## src/rtl/pwm_pkg.sv

```systemverilog
// pwm_pkg
//   Shared types and helpers for the multi-leg complementary PWM block.
//   - ch_state_t : per-leg gate FSM state (OFF, LO_ON, DEAD, HI_ON)
//   - clog2      : counter width helper. It never returns less than 1, so a
//                  degenerate range (PRESC=1, IRQ_DIV=1) still gets a 1-bit counter.
//   Derived widths used by the design modules:
//     PW  = clog2(PRESC)    prescaler counter width
//     DTW = clog2(DT + 1)   dead-time counter width
//     IW  = clog2(IRQ_DIV)  irq divider width
package pwm_pkg;

  typedef enum logic [1:0] {
    ST_OFF   = 2'd0,
    ST_LO_ON = 2'd1,
    ST_DEAD  = 2'd2,
    ST_HI_ON = 2'd3
  } ch_state_t;

  localparam int STATE_W = 2;

  // Smallest w >= 1 with 2**w >= value.
  function automatic int clog2(input int value);
    int w;
    w = 1;
    for (int i = 1; i < 31; i++) begin
      if ((1 << i) < value) w = i + 1;
    end
    return w;
  endfunction

endpackage

```

## src/rtl/pwm_multibridge_deadtime_channel.sv

```systemverilog
// deadtime_channel
//   One half-bridge leg: turns the registered compare level `raw` into a
//   complementary gate pair with DT clocks of both-low between any two gate
//   changes. A raw pulse shorter than the dead time is swallowed, because the
//   dead-time count restarts whenever raw moves away from the pending target.
// Ports
//   clk    in   system clock
//   rst    in   asynchronous reset, active-high
//   ce     in   run enable; low forces OFF on the next clock
//   raw    in   registered compare level (1 = high side wanted)
//   hi     out  high-side gate, registered
//   lo     out  low-side gate, registered
//   state  out  current FSM state (debug)
module deadtime_channel
  import pwm_pkg::*;
#(
  parameter int DT = 50
) (
  input  logic      clk,
  input  logic      rst,
  input  logic      ce,
  input  logic      raw,
  output logic      hi,
  output logic      lo,
  output ch_state_t state
);

  localparam int DTW = clog2(DT + 1);

  ch_state_t      state_nx;
  logic           target;
  logic           target_nx;
  logic [DTW-1:0] dcnt;
  logic [DTW-1:0] dcnt_nx;

  // Gates are registered from the next state so they toggle cleanly on the
  // clock edge instead of being decoded from the state bits.
  always_ff @(posedge clk or posedge rst) begin
    if (rst) begin
      state  <= ST_OFF;
      target <= 1'b0;
      dcnt   <= '0;
      hi     <= 1'b0;
      lo     <= 1'b0;
    end else begin
      state  <= state_nx;
      target <= target_nx;
      dcnt   <= dcnt_nx;
      hi     <= (state_nx == ST_HI_ON);
      lo     <= (state_nx == ST_LO_ON);
    end
  end

  always_comb begin
    state_nx  = state;
    target_nx = target;
    dcnt_nx   = dcnt;
    if (!ce) begin
      state_nx = ST_OFF;
    end else begin
      case (state)
        ST_OFF: begin
          state_nx  = ST_DEAD;
          target_nx = raw;
          dcnt_nx   = '0;
        end
        ST_LO_ON: begin
          if (raw) begin
            state_nx  = ST_DEAD;
            target_nx = 1'b1;
            dcnt_nx   = '0;
          end
        end
        ST_HI_ON: begin
          if (!raw) begin
            state_nx  = ST_DEAD;
            target_nx = 1'b0;
            dcnt_nx   = '0;
          end
        end
        ST_DEAD: begin
          if (raw != target) begin
            // raw moved again before the dead time expired: restart it
            target_nx = raw;
            dcnt_nx   = '0;
          end else if (dcnt == DTW'(DT - 1)) begin
            state_nx = target ? ST_HI_ON : ST_LO_ON;
          end else begin
            dcnt_nx = dcnt + 1'b1;
          end
        end
        default: state_nx = ST_OFF;
      endcase
    end
  end

endmodule

```

## src/rtl/pwm_multibridge.sv

```systemverilog
// pwm_multibridge
//   N-channel complementary PWM generator for multi-leg half-bridge inverters.
//   A shared prescaler drives a carrier counter 0..PERIOD-1. Each channel
//   compares the carrier against a double-buffered duty word (the shadow
//   reloads at the period wrap, or every clock while stopped). The registered
//   compare feeds a dead-time FSM per leg. irq pulses once every IRQ_DIV
//   periods.
// Ports
//   clk        in   system clock
//   rst        in   asynchronous reset, active-high
//   ce         in   run enable; 0 = safe stop (gates low, counters held at 0)
//   duty       in   packed duty words, ch k = duty[k*DW +: DW], in carrier ticks
//   fault      in   async fault request, active-high    (PWM_FAULT_EN only)
//   fault_clr  in   clears the latched fault when fault=0 (PWM_FAULT_EN only)
//   out_hi     out  high-side gates, ch k = bit k
//   out_lo     out  low-side gates, ch k = bit k
//   irq        out  one-clock pulse at the period boundary
//   ch_state   out  per-channel FSM state, ch k = ch_state[2k +: 2] (debug)
// Build option
//   PWM_FAULT_EN : adds the fault/fault_clr ports and the fault latch. The
//                  default build has neither.
module pwm_multibridge
  import pwm_pkg::*;
#(
  parameter int N_CH    = 3,
  parameter int DW      = 10,
  parameter int PRESC   = 200,
  parameter int PERIOD  = 1000,
  parameter int DT      = 50,
  parameter int IRQ_DIV = 1
) (
  input  logic                    clk,
  input  logic                    rst,
  input  logic                    ce,
  input  logic [N_CH*DW-1:0]      duty,
`ifdef PWM_FAULT_EN
  input  logic                    fault,
  input  logic                    fault_clr,
`endif
  output logic [N_CH-1:0]         out_hi,
  output logic [N_CH-1:0]         out_lo,
  output logic                    irq,
  output logic [STATE_W*N_CH-1:0] ch_state
);

  localparam int PW = clog2(PRESC);
  localparam int IW = clog2(IRQ_DIV);

  logic            run;
  logic [PW-1:0]   psc;
  logic [DW-1:0]   cnt;
  logic [IW-1:0]   idiv;
  logic            tick;
  logic            wrap;
  logic [DW-1:0]   duty_sh [N_CH];
  logic [N_CH-1:0] raw;
  logic [N_CH-1:0] hi_int;
  logic [N_CH-1:0] lo_int;

`ifdef PWM_FAULT_EN
  logic fault_lat;

  // fault sets the latch asynchronously; clearing is synchronous and only
  // honoured once the fault input itself has gone away.
  always_ff @(posedge clk or posedge rst or posedge fault) begin
    if (rst)            fault_lat <= 1'b0;
    else if (fault)     fault_lat <= 1'b1;
    else if (fault_clr) fault_lat <= 1'b0;
  end

  assign run    = ce & ~fault_lat;
  // Combinational gating so the gates drop without waiting for a clock edge.
  assign out_hi = hi_int & {N_CH{~(fault | fault_lat)}};
  assign out_lo = lo_int & {N_CH{~(fault | fault_lat)}};
`else
  assign run    = ce;
  assign out_hi = hi_int;
  assign out_lo = lo_int;
`endif

  assign tick = run && (psc == PW'(PRESC - 1));
  assign wrap = tick && (cnt == DW'(PERIOD - 1));

  // Prescaler, carrier and irq divider all sit at 0 while stopped, so a
  // restart always begins at the start of a period.
  always_ff @(posedge clk or posedge rst) begin
    if (rst) begin
      psc  <= '0;
      cnt  <= '0;
      idiv <= '0;
      irq  <= 1'b0;
    end else if (!run) begin
      psc  <= '0;
      cnt  <= '0;
      idiv <= '0;
      irq  <= 1'b0;
    end else begin
      psc <= tick ? '0 : psc + 1'b1;
      if (tick) cnt <= wrap ? '0 : cnt + 1'b1;
      irq <= wrap && (idiv == IW'(IRQ_DIV - 1));
      if (wrap) idiv <= (idiv == IW'(IRQ_DIV - 1)) ? '0 : idiv + 1'b1;
    end
  end

  // Shadow duty and registered compare. cnt never exceeds PERIOD-1, so a
  // shadow of PERIOD or more gives a constant 1 and a shadow of 0 a constant 0
  // without any special case.
  always_ff @(posedge clk or posedge rst) begin
    if (rst) begin
      for (int k = 0; k < N_CH; k++) duty_sh[k] <= '0;
      raw <= '0;
    end else begin
      for (int k = 0; k < N_CH; k++) begin
        if (!run || wrap) duty_sh[k] <= duty[k*DW +: DW];
        raw[k] <= (cnt < duty_sh[k]);
      end
    end
  end

  for (genvar k = 0; k < N_CH; k++) begin : g_ch
    ch_state_t st;

    deadtime_channel #(
      .DT(DT)
    ) u_ch (
      .clk  (clk),
      .rst  (rst),
      .ce   (run),
      .raw  (raw[k]),
      .hi   (hi_int[k]),
      .lo   (lo_int[k]),
      .state(st)
    );

    assign ch_state[STATE_W*k +: STATE_W] = st;
  end

endmodule

```

## config.mk

```make
export PLATFORM = sky130hd
export DESIGN_NAME = pwm_multibridge
export DESIGN_NICKNAME = d
export VERILOG_FILES = /design/src/rtl/pwm_pkg.sv /design/src/rtl/pwm_multibridge_deadtime_channel.sv /design/src/rtl/pwm_multibridge.sv
export SDC_FILE = /design/constraint.sdc
export NUM_CORES = 1
export LEC_CHECK = 0
export ABC_CLOCK_PERIOD_IN_PS = 2620
export CAP_MARGIN = 20
export CORE_MARGIN = 1.5
export CORE_UTILIZATION = 40
export DETAILED_ROUTE_END_ITERATION = 7
export HOLD_SLACK_MARGIN = 0.05
export SLEW_MARGIN = 20
export SYNTH_ARGS = -nofsm -noshare
export SYNTH_HDL_FRONTEND = slang
export SYNTH_HIERARCHICAL = 1
export SYNTH_SLANG_ARGS = --single-unit
```

## constraint.sdc

```tcl
create_clock -name clk -period 2.62 [get_ports clk]
set_input_delay 0.262 -clock clk [delete_from_list [all_inputs] [get_ports clk]]
set_output_delay 0.262 -clock clk [all_outputs]
set_load 0.1 [all_outputs]
```

==> flow_summary.json, run 1 <==
{
  "top_cell": "dfrtp_1",
  "edf_count": 0,
  "timing.hold.ws_ps": 433,
  "avgSynthCellArea_um2": 11.3,
  "r2r-start": "psc[0]$_DFF_PP0_",
  "ys_sh_simple_pct": 16.6,
  "slew_violations": 0,
  "fp.dieW_um": 115,
  "internal_power_mw": 2.43,
  "layout_min_cycle_time_ps": 2100,
  "fa_ha_area_share_pct": 8.77,
  "leakagePower_nw": 2.76,
  "maxCapViolCount": 0,
  "ys_top_logic_family": "simple AND/OR/NAND/NOR gates",
  "synthTopCellsByCount": "dfrtp_1 (85), inv_1 (41), ha_1 (35), mux2_2 (29), nor2_1 (24)",
  "cts.repair.resized": 0,
  "wire_per_inst_um": 15.0,
  "met3_usage_pct": 2.81,
  "buffer_area_share_pct": 8.11,
  "gp_congestion": 0.853,
  "drc": 0,
  "row_count": 40,
  "fin_crit_sh_pct": 80.1,
  "highest_layer": "met4",
  "vdd_ir_drop_max_mv": 0.319,
  "clk_pin_slew_ps": 60,
  "num_tap_cells": 168,
  "cp_cell_sequence": "ha_1 > nand3b_4 > nor4_4 > nand4b_2 > nand2_2 > buf_12 > mux2_2",
  "sh_seq_area_pct": 36.3,
  "placed_area_um2": 5540,
  "clockRootBuffer": "clkbuf_16",
  "yosysWarnings": 6,
  "tightest_slew_ps": 587,
  "fp_nets": 510,
  "largest_register_ffs": 30,
  "cpPeakStageDelay_ps": 400,
  "critical_path_depth": 7,
  "pg_seq_mw": 1.45,
  "warning_count": 29,
  "mostFrequentLayoutCells": "dfrtp_1 (85), inv_1 (40), ha_1 (35)",
  "diodes": 0,
  "layout-drive-gt1-share_pct": 21.5,
  "post_cts_buffers": 0,
  "ys_cells": 442,
  "via_count": 3465,
  "portBuffers": 45,
  "r2r-end": "duty_sh[17]$_DFFE_PP0P_",
  "power.density_nw_per_um2": 547,
  "yosys.stat.seqShare_pct": 42.6,
  "num-nonclk-inverters": 41,
  "clock_area_share_pct": 5.53,
  "startpoint": "psc[0]$_DFF_PP0_",
  "hold_path_class": "in -> async",
  "p_comb_share_pct": 11.4,
  "layout_top_cell": "dfrtp_1",
  "start_kind": "flop",
  "comb_cells": 302,
  "final_cells": 662,
  "dp_slack_ps": 543,
  "path_class": "reg -> reg",
  "p_seq_share_pct": 45.2,
  "async_flop_share_pct": 100,
  "power_switching_share_pct": 24.4,
  "use_met2_pct": 26.3,
  "antenna_found_initial": 0,
  "path_buffers": 1,
  "critPathMaxFanout": 39,
  "gr-usage-all-layers_pct": 16.6,
  "maxPowerGroup": "sequential cells",
  "reg2regPathDepth": 7,
  "setup_tns_ps": 0,
  "stdcell_area_um2": 5860,
  "status": "finished, final reports clean",
  "setup_viol_count_final": 0,
  "largest_area_cell": "dfrtp_1"
}
Fig. 1: run 1, sizing map
The bar under the picture is 20 um long.
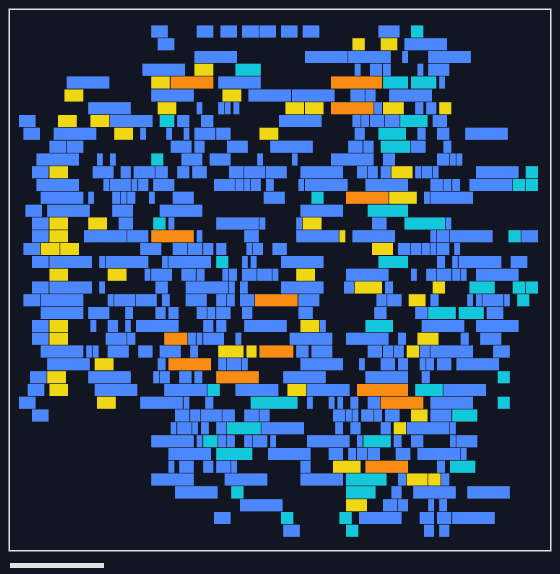
| size | colour | cells | share |
|---|---|---|---|
| _6 and larger | orange | 13 | 2.6% |
| _2 cells | yellow | 50 | 10% |
| _3 and _4 cells | cyan | 43 | 8.7% |
| _0 and _1 cells | blue | 388 | 79% |

Fig. 2: run 1, clock wiring as the flow saved it
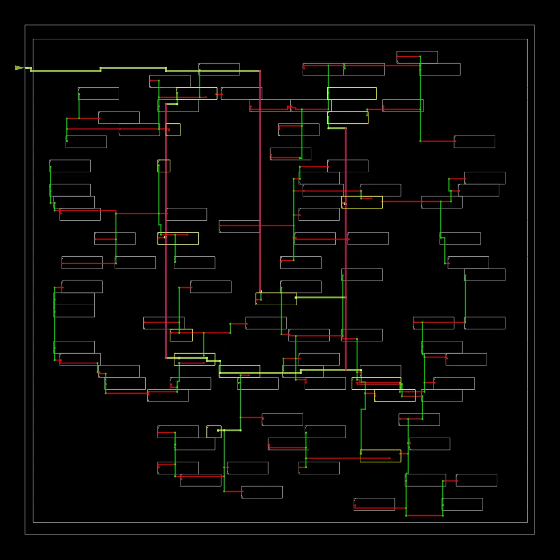
Latency at later pin: 340 ps
num sequential: 85
CTS Buf Count: 9
CTS Sinks: 85

Fig. 3: run 1, clock network drawn from the DEF
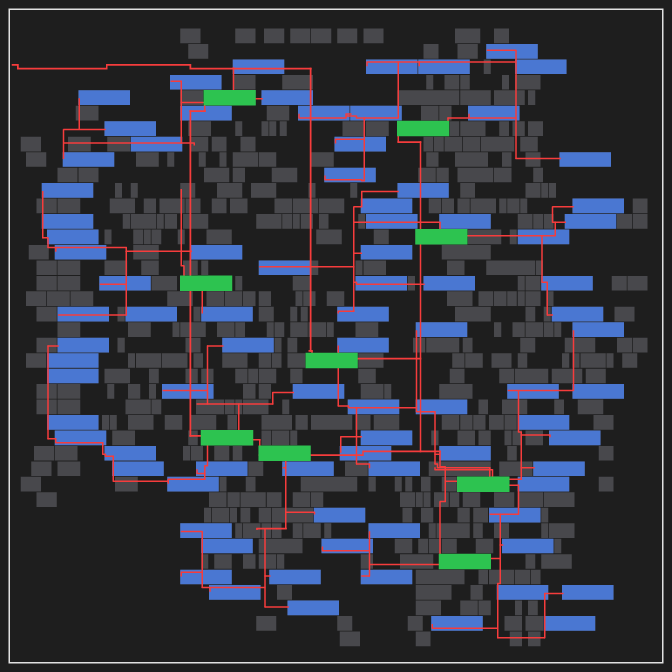
[clock wires] red | length: 1180 um
[clock drivers] green | count: 9
[flip-flops] blue | count: 85
routed clock nets: 10
clk pwr: 1.39 mW
Clk pwr share: 43.4%
Clock Skew: 9.59 ps

Fig. 4: run 1, cells coloured by class
The bar under the picture is 20 um long.
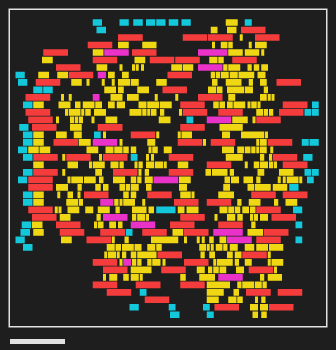

==> run 2, diff against run 1 <==
- ABC_CLOCK_PERIOD_IN_PS: 2620 -> 2000
- clock period: 2.62 -> 2 ns (I/O delays scaled with it)
Fig. 5: run 2, cells coloured by class
The bar under the picture is 20 um long.
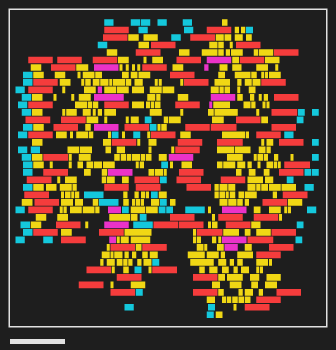
| class | colour | cells | share of their area |
|---|---|---|---|
| clock drivers and dummy loads | magenta | 16 | 5.3% |
| other buffers and delay cells | cyan | 64 | 11% |
| flops | red | 85 | 37% |
| combinational and other logic | yellow | 343 | 47% |
fin util: 49.5%
Final Instance Area: 5990 um^2
Core Rows: 40
flop share of the area: 35.6%
core box area: 12100 um^2

Fig. 6: run 2, clock network drawn from the DEF
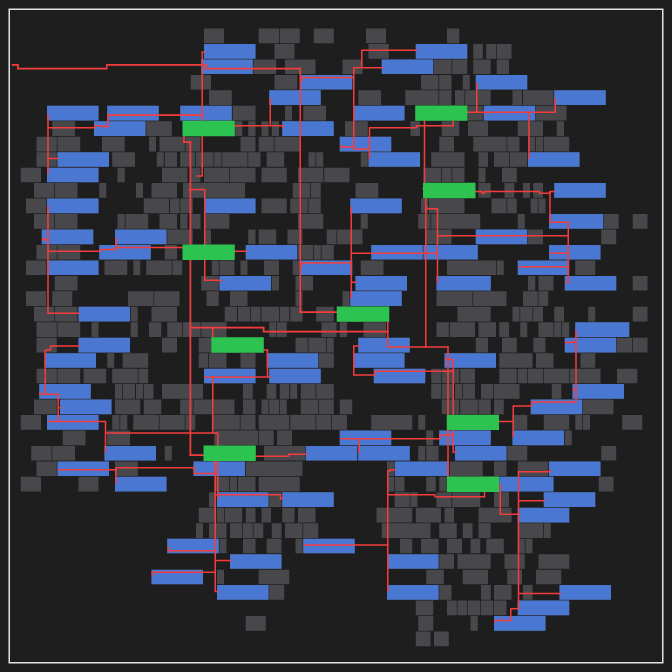
clk pwr: 1.69 mW
Clock Skew: 9.10 ps
Clk pwr share: 41.5%

==> flow_summary.json, run 2 <==
{
  "seq_cell_count": 85,
  "pg_seq_mw": 1.90,
  "critical_path_depth": 7,
  "met3_usage_pct": 2.44,
  "layout-drive-gt1-share_pct": 24.8,
  "highest_layer": "met4",
  "ys_top_logic_family": "simple AND/OR/NAND/NOR gates",
  "async_flop_share_pct": 100,
  "gr-usage-all-layers_pct": 15.8,
  "placed_area_um2": 5670,
  "avgSynthCellArea_um2": 11.3,
  "setup_viol_count_final": 0,
  "clk_pin_slew_ps": 60,
  "antenna_found_initial": 0,
  "num_tap_cells": 168,
  "layout_top_cell": "dfrtp_1",
  "drc": 0,
  "ys_sh_simple_pct": 16.6,
  "dp_slack_ps": 82.3,
  "p_comb_share_pct": 12.0,
  "synthTopCellsByCount": "dfrtp_1 (85), inv_1 (41), ha_1 (35), mux2_2 (29), nor2_1 (24)",
  "r2r-start": "psc[1]$_DFF_PP0_",
  "reg2regPathDepth": 7,
  "power.density_nw_per_um2": 681,
  "mostFrequentLayoutCells": "dfrtp_1 (79), inv_1 (40), ha_1 (34)",
  "maxPowerGroup": "sequential cells",
  "yosysWarnings": 6,
  "final_cells": 676,
  "cpPeakStageDelay_ps": 390,
  "portBuffers": 45,
  "tightest_slew_ps": 447,
  "post_cts_buffers": 0,
  "ys_cells": 442,
  "setup_tns_ps": 0,
  "internal_power_mw": 3.10,
  "cp_cell_sequence": "ha_2 > nand3b_4 > nor4_4 > nand4b_2 > nand2_2 > buf_12 > mux2_2",
  "maxCapViolCount": 0,
  "critPathMaxFanout": 20,
  "largest_register_ffs": 30,
  "fp.dieW_um": 115,
  "numCtsBuffers": 9,
  "path_class": "reg -> reg",
  "fa_ha_area_share_pct": 8.77,
  "diodes": 0,
  "gp_congestion": 0.822,
  "clockRootBuffer": "clkbuf_16",
  "leakagePower_nw": 2.82,
  "status": "finished, final reports clean",
  "top_cell": "dfrtp_1",
  "wire_per_inst_um": 14.4,
  "yosys.stat.seqShare_pct": 42.6,
  "hold_path_class": "in -> async",
  "largest_area_cell": "dfrtp_1",
  "comb_cells": 302,
  "layout_min_cycle_time_ps": 1870,
  "via_count": 3531,
  "num-nonclk-inverters": 41,
  "edf_count": 0,
  "vdd_ir_drop_max_mv": 0.337,
  "path_buffers": 1,
  "timing.hold.ws_ps": 358,
  "clock_sinks": 85,
  "power_switching_share_pct": 24.0,
  "cts.repair.resized": 0,
  "buffer_area_share_pct": 10.2,
  "clock_area_share_pct": 5.08,
  "fp_nets": 510
}
No activity file was given, so power comes from the tool's default toggle rates.
